Figure 1. Pin map.
Drawn at 0.5 px/um. Pins as bars across the die edge, other pins in grey.
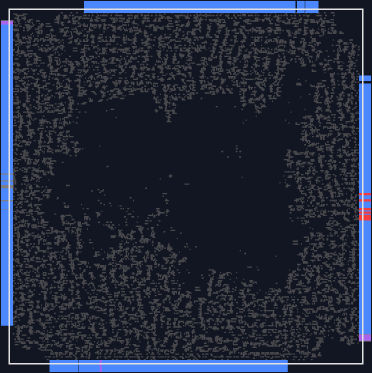
Figure 2. Metal layers overlaid.
Drawn at 1 px/um. Only two layers are drawn.
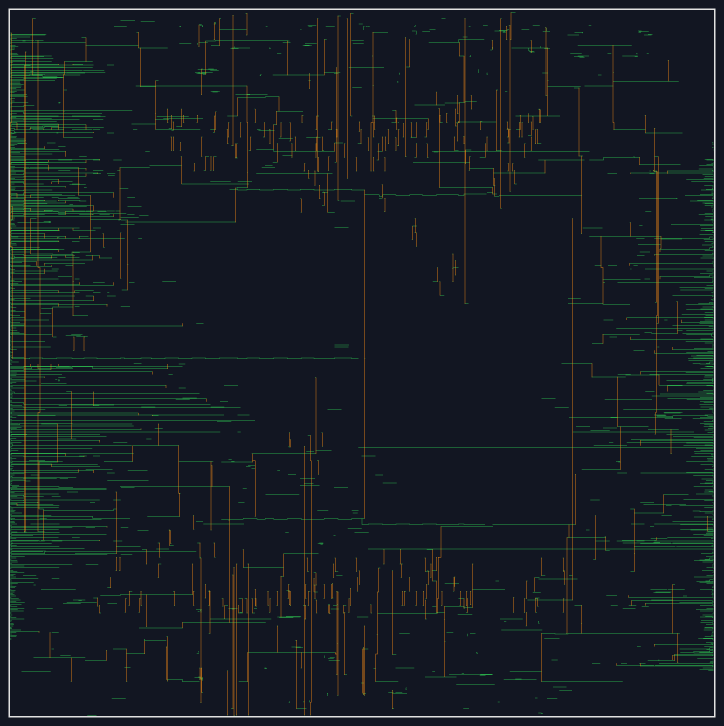
Figure 3. Nets reached from selected ports.
Drawn at 1 px/um.
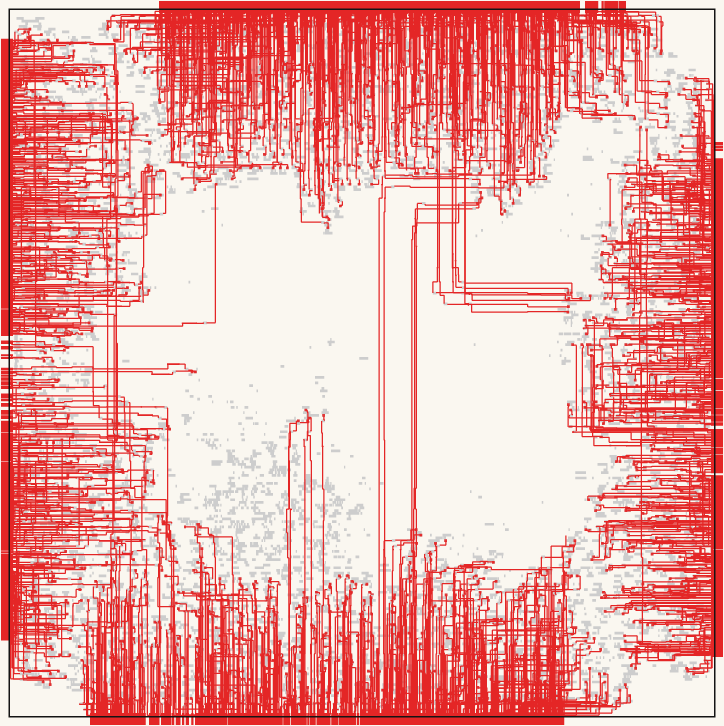
<file path="config.mk">
export PLATFORM = sky130hd
export DESIGN_NAME = maze_raster
export DESIGN_NICKNAME = d
export VERILOG_FILES = /design/src/rtl/maze_pkg.sv /design/src/rtl/vga_timing.sv /design/src/rtl/maze_raster.sv
export SDC_FILE = /design/constraint.sdc
export NUM_CORES = 2
export LEC_CHECK = 0
export CORE_AREA = 4 4 700 702
export DETAILED_ROUTE_END_ITERATION = 6
export DIE_AREA = 0 0 704 706
export GPL_TIMING_DRIVEN = 0
export PLACE_DENSITY = 0.32
export SLEW_MARGIN = 10
export SYNTH_ARGS = -nofsm -noshare
export SYNTH_HDL_FRONTEND = slang
export SYNTH_SLANG_ARGS = --single-unit
</file>
<file path="constraint.sdc">
create_clock -name clk -period 8.1 [get_ports clk]
set_input_delay 2.43 -clock clk [delete_from_list [all_inputs] [get_ports clk]]
set_output_delay 2.43 -clock clk [all_outputs]
set_load 0.01 [all_outputs]
</file>
<file path="src/rtl/maze_pkg.sv">
// Shared constants for the maze display scan-out: 848x480@60 timing, palette,
// map line width and the marker window test.
package maze_pkg;

  localparam int H_ACTIVE = 848;
  localparam int H_FP     = 16;
  localparam int H_SYNC   = 112;
  localparam int H_BP     = 112;
  localparam int V_ACTIVE = 480;
  localparam int V_FP     = 6;
  localparam int V_SYNC   = 8;
  localparam int V_BP     = 23;

  localparam int MARK     = 8;
  localparam int LINE_W   = 2 * H_ACTIVE;

  localparam logic [23:0] COL_BLANK  = 24'h000000;
  localparam logic [23:0] COL_WALL   = 24'h0000FF;
  localparam logic [23:0] COL_FLOOR  = 24'h000000;
  localparam logic [23:0] COL_WIN    = 24'hFFFFFF;
  localparam logic [23:0] COL_PLAYER = 24'h00FF00;
  localparam logic [23:0] COL_ANT1   = 24'hFF0000;
  localparam logic [23:0] COL_ANT2   = 24'hFF8000;

  // 12-bit modular offsets: a pixel left of / above the square wraps to a
  // large value, so markers near the top-left edge clip instead of wrapping.
  function automatic logic marker_hit(input logic [10:0] h, input logic [10:0] v,
                                      input logic [10:0] mx, input logic [10:0] my);
    logic [11:0] dx;
    logic [11:0] dy;
    dx = {1'b0, h} + 12'(MARK / 2) - {1'b0, mx};
    dy = {1'b0, v} + 12'(MARK / 2) - {1'b0, my};
    return (dx < 12'(MARK)) && (dy < 12'(MARK));
  endfunction

endpackage

</file>
<file path="src/rtl/vga_timing.sv">
// Horizontal/vertical scan counters with sync and visible-area decode.
// frame_start is registered so it lines up with the registered pixel outputs.
module vga_timing
  import maze_pkg::*;
#(
  parameter int HACT  = H_ACTIVE,
  parameter int HFP   = H_FP,
  parameter int HSYNC = H_SYNC,
  parameter int HBP   = H_BP,
  parameter int VACT  = V_ACTIVE,
  parameter int VFP   = V_FP,
  parameter int VSYNC = V_SYNC,
  parameter int VBP   = V_BP
) (
  input  logic        clk,
  input  logic        reset,
  output logic [10:0] hc,
  output logic [10:0] vc,
  output logic        visible,
  output logic        hsync,
  output logic        vsync,
  output logic        frame_start
);

  localparam int HT = HACT + HFP + HSYNC + HBP;
  localparam int VT = VACT + VFP + VSYNC + VBP;

  always_ff @(posedge clk) begin
    if (!reset) begin
      hc          <= '0;
      vc          <= '0;
      frame_start <= 1'b0;
    end else begin
      frame_start <= (hc == 11'd0) && (vc == 11'(VACT));
      if (hc == 11'(HT - 1)) begin
        hc <= '0;
        vc <= (vc == 11'(VT - 1)) ? 11'd0 : vc + 11'd1;
      end else begin
        hc <= hc + 11'd1;
      end
    end
  end

  assign visible = (hc < 11'(HACT)) && (vc < 11'(VACT));
  assign hsync   = (hc >= 11'(HACT + HFP)) && (hc < 11'(HACT + HFP + HSYNC));
  assign vsync   = (vc >= 11'(VACT + VFP)) && (vc < 11'(VACT + VFP + VSYNC));

endmodule

</file>
<file path="src/rtl/maze_raster.sv">
// Raster scan-out: requests map lines one ahead, buffers and serialises them,
// overlays player/ant markers and registers the VGA pins.
module maze_raster
  import maze_pkg::*;
#(
  parameter int HACT  = H_ACTIVE,
  parameter int HFP   = H_FP,
  parameter int HSYNC = H_SYNC,
  parameter int HBP   = H_BP,
  parameter int VACT  = V_ACTIVE,
  parameter int VFP   = V_FP,
  parameter int VSYNC = V_SYNC,
  parameter int VBP   = V_BP
) (
  input  logic                clk,
  input  logic                reset,
  output logic [8:0]          row,
  input  logic [2*HACT-1:0]   data,
  input  logic [10:0]         x,
  input  logic [10:0]         y,
  input  logic [10:0]         ant1X,
  input  logic [10:0]         ant1Y,
  input  logic [10:0]         ant2X,
  input  logic [10:0]         ant2Y,
  input  logic                win,
  output logic [7:0]          VGA_R,
  output logic [7:0]          VGA_G,
  output logic [7:0]          VGA_B,
  output logic                VGA_HS,
  output logic                VGA_VS,
  output logic                VGA_BLANK_N,
  output logic                VGA_SYNC_N,
  output logic                frame_start
);

  localparam int HT = HACT + HFP + HSYNC + HBP;
  localparam int VT = VACT + VFP + VSYNC + VBP;
  localparam int LW = 2 * HACT;

  logic [10:0]   hc;
  logic [10:0]   vc;
  logic          visible;
  logic          hsync;
  logic          vsync;
  logic [LW-1:0] line_buf;
  logic          next_in_frame;
  logic          next_visible;
  logic          capture;
  logic          hit_player;
  logic          hit_ant1;
  logic          hit_ant2;
  logic [23:0]   pix_col;

  vga_timing #(
    .HACT (HACT), .HFP (HFP), .HSYNC (HSYNC), .HBP (HBP),
    .VACT (VACT), .VFP (VFP), .VSYNC (VSYNC), .VBP (VBP)
  ) u_timing (
    .clk         (clk),
    .reset       (reset),
    .hc          (hc),
    .vc          (vc),
    .visible     (visible),
    .hsync       (hsync),
    .vsync       (vsync),
    .frame_start (frame_start)
  );

  // vc+1 < VACT, written without the +1 to stay in 11 bits.
  assign next_in_frame = (vc < 11'(VACT - 1));
  assign next_visible  = next_in_frame || (vc == 11'(VT - 1));
  assign capture       = (hc == 11'(HT - 1)) && next_visible;

  // Row only moves at hc==0, so it is stable for HT-1 cycles before capture.
  always_ff @(posedge clk) begin
    if (!reset) begin
      row <= '0;
    end else if (hc == 11'd0) begin
      row <= next_in_frame ? 9'(vc + 11'd1) : 9'd0;
    end
  end

  always_ff @(posedge clk) begin
    if (!reset) begin
      line_buf <= '0;
    end else if (capture) begin
      line_buf <= data;
    end else if (visible) begin
      line_buf <= {line_buf[LW-3:0], 2'b00};
    end
  end

  assign hit_player = marker_hit(hc, vc, x, y);
  assign hit_ant1   = marker_hit(hc, vc, ant1X, ant1Y);
  assign hit_ant2   = marker_hit(hc, vc, ant2X, ant2Y);

  always_comb begin
    pix_col = COL_BLANK;
    if (visible) begin
      if (hit_player)                pix_col = COL_PLAYER;
      else if (hit_ant1)             pix_col = COL_ANT1;
      else if (hit_ant2)             pix_col = COL_ANT2;
      else if (|line_buf[LW-1 -: 2]) pix_col = COL_WALL;
      else if (win)                  pix_col = COL_WIN;
      else                           pix_col = COL_FLOOR;
    end
  end

  always_ff @(posedge clk) begin
    if (!reset) begin
      VGA_R       <= '0;
      VGA_G       <= '0;
      VGA_B       <= '0;
      VGA_HS      <= 1'b0;
      VGA_VS      <= 1'b0;
      VGA_BLANK_N <= 1'b0;
    end else begin
      {VGA_R, VGA_G, VGA_B} <= pix_col;
      VGA_HS                <= hsync;
      VGA_VS                <= vsync;
      VGA_BLANK_N           <= visible;
    end
  end

  assign VGA_SYNC_N = 1'b0;

endmodule

</file>
==> qor.yml <==
outcome:
  status: "finished, final reports clean"
layout:
  comb_cells: 5591
  final_cell_mix: "clkdlybuf4s50_1 (1800), nand2_1 (1746), dfxtp_1 (1735)"
  finalNetCount: 12072
  drive_gt1_frac: 0.0763
critical_path:
  end_kind: "flip-flop"
  reg2reg_to: "line_buf[1693]$_SDFFE_PN0P_"
  criticalPathCategory: "primary input to flip-flop"
  required_ns: 8.84
die:
  fp_util: 0.153
final_timing:
  worst_slew_pin_slew_ns: 1.19
clock_network:
  clkSinkCount: 1735
  cts_tree: "built"
  post_cts_resized: 0
  hold_buffers: 0
job:
  maxCapViolCount: 0
global_routing:
  grt_max_degree: 17
synthesis:
  post-synth-top-area-cell: "dfxtp_1"
  synthAoiAreaFrac: 0.358
  yosysWarnings: 0
  ff_type: "dfxtp_1"
  post-synth-top-count-cell: "nand2_1"
## Picture notes: Figure 1
| colour | port | pins | direction | edge |
|---|---|---|---|---|
| purple | y | 11 | input | 7 right, 3 left, 1 bottom |
| red | VGA_R | 8 | output | right |
| blue | data | 1696 | input | 485 top, 453 bottom, 401 left, 357 right |
all pins by edge: 490 bottom, 485 top, 447 left, 381 right

## Picture notes: Figure 2
| colour | layer | wire length |
|---|---|---|
| orange | met4 | 14000 um |
| green | met3 | 31.1 mm |

## Picture notes: Figure 3
| colour | port | direction | edge | end cells | wire |
|---|---|---|---|---|---|
| red | data | input | 485 top, 453 bottom, 401 left, 357 right | 1696 | 168 mm |

[critical path, delay by kind of cell]
family	cells	cell delay, ns
AOI/OAI and AO/OA	5	1.91
adders and majority gates	1	0.30
buffers and inverters	2	0.51
muxes	1	0.14
and+or+nand+nor	2	0.84
[power by group through the flow]
stage,Sequential (mW),Combinational (mW),Clock [mW]
after floorplan,8.73,0.280,0
after global placement,8.73,1.42,0
after detailed placement,8.73,1.42,0
after CTS,8.54,1.43,11.2
after global routing,8.54,1.49,11.4
final,8.54,1.40,10.7
[worst max path at each step]
stage	start	endpoint	slack [ns]
floorplan	y[2]	VGA_G[6]$_SDFF_PN0_	3.24
global placement	reset	line_buf[960]$_SDFFE_PN0P_	-0.38
detailed placement	ant1Y[2]	VGA_B[6]$_SDFF_PP0_	1.64
CTS	ant1Y[2]	VGA_B[6]$_SDFF_PP0_	2.68
global route	ant1Y[2]	VGA_B[6]$_SDFF_PP0_	2.44
finish	ant1Y[2]	VGA_B[6]$_SDFF_PP0_	2.69
[registers in the layout (all words and copies together) (netlist names)]
name / count
VGA_B: 1
VGA_BLANK_N: 1
VGA_G: 2
VGA_HS: 1
VGA_R: 1
VGA_VS: 1
line_buf: 1696
row: 9
u_timing.frame_start: 1
u_timing.hc: 11
u_timing.vc: 11
[routing by layer]
metal  track usage  wire length, um  part of all wire
met5             0             1450            0.0034
met4        0.0475            14000             0.033
met3        0.0523            31100             0.074
met2         0.291           212000              0.50
met1         0.180           164000              0.39
[metrics by stage]
step            util  power (mW)  setup WS (ns)
5_1_grt        0.223        21.5           2.44
6_report       0.224        20.7           2.69
3_5_place_dp   0.207        10.2           1.64
3_3_place_gp   0.207        10.1         -0.384
2_1_floorplan      -        9.01           3.24
4_1_cts        0.223        21.2           2.68
Power is estimated from default activity; no workload was simulated.
